--- config.mk ---
export PLATFORM = sky130hd
export DESIGN_NAME = circle_cmd_sched
export DESIGN_NICKNAME = d
export VERILOG_FILES = /design/src/rtl/circle_cmd_sched.sv
export SDC_FILE = /design/constraint.sdc
export NUM_CORES = 1
export LEC_CHECK = 0
export CAP_MARGIN = 10
export CORE_MARGIN = 4
export CORE_UTILIZATION = 50
export CTS_BUF_LIST = sky130_fd_sc_hd__clkbuf_16
export CTS_CLUSTER_DIAMETER = 120
export DETAILED_ROUTE_END_ITERATION = 10
export PLACE_DENSITY = 0.85
export SETUP_SLACK_MARGIN = 0.5
export SYNTH_ARGS = -nofsm -noshare
export SYNTH_HDL_FRONTEND = slang
export SYNTH_SLANG_ARGS = --single-unit
--- constraint.sdc ---
create_clock -name clk -period 2.6 [get_ports clk]
set_input_delay 0.26 -clock clk [delete_from_list [all_inputs] [get_ports clk]]
set_output_delay 0.26 -clock clk [all_outputs]
set_load 0.1 [all_outputs]
--- src/rtl/circle_cmd_sched.sv ---
// circle_cmd_sched: queues circle draw commands in a small FIFO and feeds them
// one at a time to the circle engine over its level start/done handshake.
// Optional feature macro: CULL_OFFSCREEN_EN (drops circles that cannot touch
// the 160x120 screen and adds the cull_count output).
module circle_cmd_sched #(
  parameter int DEPTH      = 4,
  parameter int GAP_CYCLES = 2
) (
  input  logic                    clk,
  input  logic                    rst_n,
  input  logic                    cmd_valid,
  output logic                    cmd_ready,
  input  logic [7:0]              cmd_centre_x,
  input  logic [6:0]              cmd_centre_y,
  input  logic [7:0]              cmd_radius,
  input  logic [2:0]              cmd_colour,
  input  logic                    flush,
  output logic                    eng_start,
  output logic [7:0]              eng_centre_x,
  output logic [6:0]              eng_centre_y,
  output logic [7:0]              eng_radius,
  output logic [2:0]              eng_colour,
  input  logic                    eng_done,
  output logic [$clog2(DEPTH):0]  fifo_count,
  output logic                    busy,
  output logic [15:0]             issued_count
`ifdef CULL_OFFSCREEN_EN
  ,
  output logic [15:0]             cull_count
`endif
);

  localparam int AW = $clog2(DEPTH);
  localparam int CW = AW + 1;
  localparam int EW = 26;
  localparam logic [CW-1:0] FULL_COUNT = CW'(DEPTH);
  localparam logic [3:0]    GAP_LAST   = (GAP_CYCLES > 0) ? 4'(GAP_CYCLES - 1) : 4'd0;

  typedef enum logic [2:0] {
    ST_IDLE,
    ST_LOAD,
    ST_RUN,
    ST_RELEASE,
    ST_GAP
  } state_t;

  state_t          state_q, state_d;
  logic [EW-1:0]   fifo_mem [DEPTH];
  logic [AW-1:0]   wr_ptr_q, wr_ptr_d;
  logic [AW-1:0]   rd_ptr_q, rd_ptr_d;
  logic [CW-1:0]   count_q, count_d;
  logic [EW-1:0]   eng_cmd_q, eng_cmd_d;
  logic            eng_start_q, eng_start_d;
  logic [15:0]     issued_q, issued_d;
  logic [3:0]      gap_cnt_q, gap_cnt_d;

  logic            push;
  logic            pop;
  logic            launch;
  logic            culled;
  logic [EW-1:0]   cmd_word;
  logic [EW-1:0]   head_word;

  // Entry layout: {centre_x[7:0], centre_y[6:0], radius[7:0], colour[2:0]}
  assign cmd_word  = {cmd_centre_x, cmd_centre_y, cmd_radius, cmd_colour};
  assign head_word = fifo_mem[rd_ptr_q];

  // cmd_ready follows the registered count, so a push is refused when full
  // even if a pop happens in the same cycle.
  assign cmd_ready = (count_q != FULL_COUNT);
  assign push      = cmd_valid && cmd_ready && !flush;
  assign pop       = (state_q == ST_IDLE) && (count_q != '0) && !flush;
  assign launch    = pop && !culled;

`ifdef CULL_OFFSCREEN_EN
  logic [9:0]  head_x;
  logic [9:0]  head_y;
  logic [9:0]  head_r;
  logic [15:0] cull_q, cull_d;

  // Widened to 10 bits so 159+255 cannot overflow.
  assign head_x = {2'b00, head_word[25:18]};
  assign head_y = {3'b000, head_word[17:11]};
  assign head_r = {2'b00, head_word[10:3]};
  assign culled = (head_x > (10'd159 + head_r)) || (head_y > (10'd119 + head_r));

  // Culled-command counter next value
  always_comb begin
    cull_d = cull_q;
    if (pop && culled) cull_d = cull_q + 16'd1;
  end

  // Culled-command counter register
  always_ff @(posedge clk or negedge rst_n) begin
    if (!rst_n) cull_q <= '0;
    else        cull_q <= cull_d;
  end

  assign cull_count = cull_q;
`else
  assign culled = 1'b0;
`endif

  // FIFO pointer/count next values; flush drops everything queued
  always_comb begin
    wr_ptr_d = wr_ptr_q;
    rd_ptr_d = rd_ptr_q;
    count_d  = count_q;
    if (flush) begin
      rd_ptr_d = wr_ptr_q;
      count_d  = '0;
    end else begin
      if (push) wr_ptr_d = wr_ptr_q + AW'(1);
      if (pop)  rd_ptr_d = rd_ptr_q + AW'(1);
      case ({push, pop})
        2'b10:   count_d = count_q + CW'(1);
        2'b01:   count_d = count_q - CW'(1);
        default: count_d = count_q;
      endcase
    end
  end

  // FIFO storage write; contents need no reset since the count gates reads
  always_ff @(posedge clk) begin
    if (push) fifo_mem[wr_ptr_q] <= cmd_word;
  end

  // FSM state register
  always_ff @(posedge clk or negedge rst_n) begin
    if (!rst_n) state_q <= ST_IDLE;
    else        state_q <= state_d;
  end

  // FSM next-state logic
  always_comb begin
    state_d = state_q;
    case (state_q)
      ST_IDLE:    if (launch) state_d = ST_LOAD;
      ST_LOAD:    state_d = ST_RUN;
      ST_RUN:     if (eng_done) state_d = ST_RELEASE;
      ST_RELEASE: if (!eng_done) state_d = (GAP_CYCLES == 0) ? ST_IDLE : ST_GAP;
      ST_GAP:     if (gap_cnt_q == GAP_LAST) state_d = ST_IDLE;
      default:    state_d = ST_IDLE;
    endcase
  end

  // FSM outputs: engine start, captured command, completion and gap counters
  always_comb begin
    eng_cmd_d   = eng_cmd_q;
    eng_start_d = 1'b0;
    issued_d    = issued_q;
    gap_cnt_d   = 4'd0;
    case (state_q)
      ST_IDLE: if (launch) eng_cmd_d = head_word;
      ST_LOAD: eng_start_d = 1'b1;
      ST_RUN: begin
        eng_start_d = !eng_done;
        if (eng_done) issued_d = issued_q + 16'd1;
      end
      ST_GAP:  gap_cnt_d = gap_cnt_q + 4'd1;
      default: ;
    endcase
  end

  // Datapath registers; reset drops eng_start immediately
  always_ff @(posedge clk or negedge rst_n) begin
    if (!rst_n) begin
      wr_ptr_q    <= '0;
      rd_ptr_q    <= '0;
      count_q     <= '0;
      eng_cmd_q   <= '0;
      eng_start_q <= 1'b0;
      issued_q    <= '0;
      gap_cnt_q   <= '0;
    end else begin
      wr_ptr_q    <= wr_ptr_d;
      rd_ptr_q    <= rd_ptr_d;
      count_q     <= count_d;
      eng_cmd_q   <= eng_cmd_d;
      eng_start_q <= eng_start_d;
      issued_q    <= issued_d;
      gap_cnt_q   <= gap_cnt_d;
    end
  end

  assign eng_start    = eng_start_q;
  assign eng_centre_x = eng_cmd_q[25:18];
  assign eng_centre_y = eng_cmd_q[17:11];
  assign eng_radius   = eng_cmd_q[10:3];
  assign eng_colour   = eng_cmd_q[2:0];
  assign fifo_count   = count_q;
  assign issued_count = issued_q;
  assign busy         = (state_q != ST_IDLE) || (count_q != '0);

endmodule

==> summary.txt <==
run results: Routed Wire Length=11,700 um, crit path capture type=register, minimum clock period=2.20 ns, chip area=14,600 um2, PortBufs=78, Clk pwr share=0.210, yosys cell count=345, P_leak=2.99 nW, Worst Setup EP=fifo_count[2]$_DFFE_PN0P_, TritonCTS buffer count=17, number of enable flip-flop cells=104, CP startpoint=fifo_count[2]$_DFFE_PN0P_, drt wl/cell=18.8 um, internal power=5.94 mW, Worst slew margin=0.564, status=finished clean, Layout Cells excl Fill=623, DR vias/cell=5.31, maximum clock frequency=455 MHz, # setup viols final=0, min-delay worst type=primary input to async pin, Largest cells by area=edfxtp_1 (49%), dfrtp_1 (22%), mux4_2 (9.2%), Finished Core Util=0.645, Synth top area share=0.490, first-pass GRT wire length=18,300 um, Startpoint Class=register, Setup TNS=0 ns, Post-Synthesis Cells=345, Initial Util=0.519, largest area contributor in the synthesized netlist=edfxtp_1, Post-DP HPWL=7220 um, layout cell share with drive strength beyond 1=0.354
repair_timing:
| item | 4_1_cts | 5_1_grt |
|---|---|---|
| hold buffers | 1 | 0 |
| buffers inserted | 5 | 5 |
| gates resized | 7 | 3 |
| setup endpoints to repair | 50 | 107 |
| pin swaps | 3 | 5 |
| hold endpoints to repair | 24 | 0 |
| cloned | 0 | 1 |
synth_stat cells, types with 3 or more instances:
master,n
xor2_1,4
ha_1,7
edfxtp_1,104
nor3b_1,3
mux2_4,10
mux2_1,8
clkbuf_1,9
a21oi_1,5
nand2_1,10
xnor2_1,19
nand4_1,3
dfrtp_1,57
nand3_1,6
nand3b_1,3
mux2_2,11
and3_1,3
nor3_1,4
buf_6,4
and4_1,3
nor2_1,12
nand2b_1,3
mux4_2,26
and2_1,6
inv_1,4
critical path, cell delays in order (launching register included):
cell,delay [ns]
dfrtp_4,0.51
or3b_4,0.27
nand2_4,0.05
and2_4,0.16
fa_2,0.39
nor4_4,0.16
xor2_1,0.23
nor2_1,0.10
a2111oi_2,0.22
power by group through the flow:
stage	Sequential [mW]	Combinational (mW)	Clock, mW
detailed placement	3.67	4.40	0
global placement	3.63	4.34	0
CTS	3.61	4.55	2.23
floorplan	5.48	1.69	0
global route	3.65	4.82	2.34
finish	3.59	4.61	2.18
cell type report:
class / instances / area [um2]
inverters: 4 / 15.0
clock buffers: 17 / 425
repair buffers: 94 / 808
clock inverters: 15 / 96.3
multi-input cells: 164 / 1790
flip-flops and latches: 161 / 4560
fillers: 823 / 4360
well taps: 168 / 210
sequential cells by signal (all words and copies together), names as in the netlist:
| signal | flops |
|---|---|
| eng_start | 1 |
| rd_ptr_q | 2 |
| state_q | 3 |
| fifo_mem | 104 |
| gap_cnt_q | 4 |
| eng_cmd_q | 26 |
| wr_ptr_q | 2 |
| fifo_count | 3 |
| issued_count | 16 |
layer usage:
metal / global-route usage / part of all wire / vias to the layer above
met5: 0 / 0 / -
met4: 0.0496 / 0.0060 / 0
met3: 0.0480 / 0.050 / 4
met2: 0.278 / 0.53 / 100
met1: 0.210 / 0.42 / 1686
li1: - / - / 1517
kinds of logic after synthesis:
family / after synthesis / synth area share
AND-OR/OR-AND: 14 / 0.0136
XOR/XNOR: 23 / 0.0316
adder cells (fa/ha/maj): 8 / 0.0169
buffers and inverters: 21 / 0.0181
flip-flops: 161 / 0.714
multiplexers: 55 / 0.149
AND/OR/NAND/NOR: 63 / 0.0566
worst min path at each step:
stage,from,endpoint,slack (ns),cells past startpoint
2_1_floorplan,rst_n,eng_cmd_q[0]$_DFFE_PN0P_,-0.04,0
3_3_place_gp,rst_n,issued_count[4]$_DFFE_PN0P_,0.33,1
3_5_place_dp,rst_n,issued_count[6]$_DFFE_PN0P_,0.33,1
4_1_cts,rst_n,issued_count[5]$_DFFE_PN0P_,0.43,2
5_1_grt,rst_n,issued_count[5]$_DFFE_PN0P_,0.46,2
6_report,rst_n,issued_count[5]$_DFFE_PN0P_,0.41,2
### Supply network

Scale: 4 px per um. Pins as bars on the die edge.
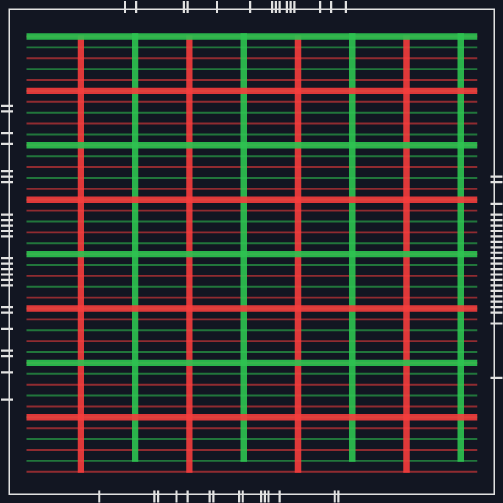
| net | colour |
|---|---|
| VSS | red |
| VDD | green |
met1 rails: 41
met4 straps: 8
signal pins: 79
Die Ht: 121 um
Peak VDD IR: 0.000970 V
Die W: 121 um
Core Box Area: 12,300 um2

### Routed clock nets over the placement

Scale: 4 px per um.
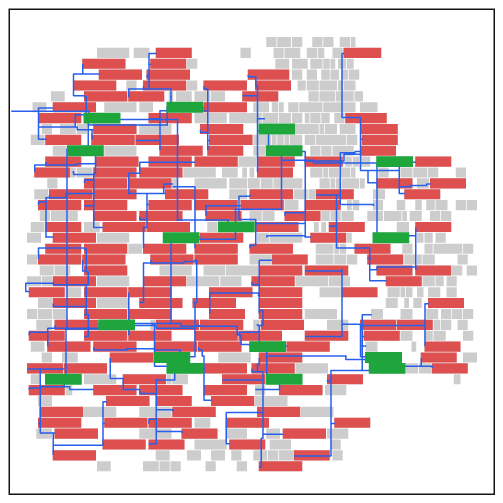
[clock wires] blue | length: 1,690 um
[clock drivers] green | count: 17
[flip-flops] red | count: 161
routed clock nets: 18
flops lie: all over the die
clock-net power: 2.18 mW
clk_lat worst skew: 0.42 ns
clk_skew: 0.0108 ns

Power and IR drop assume default switching activity.
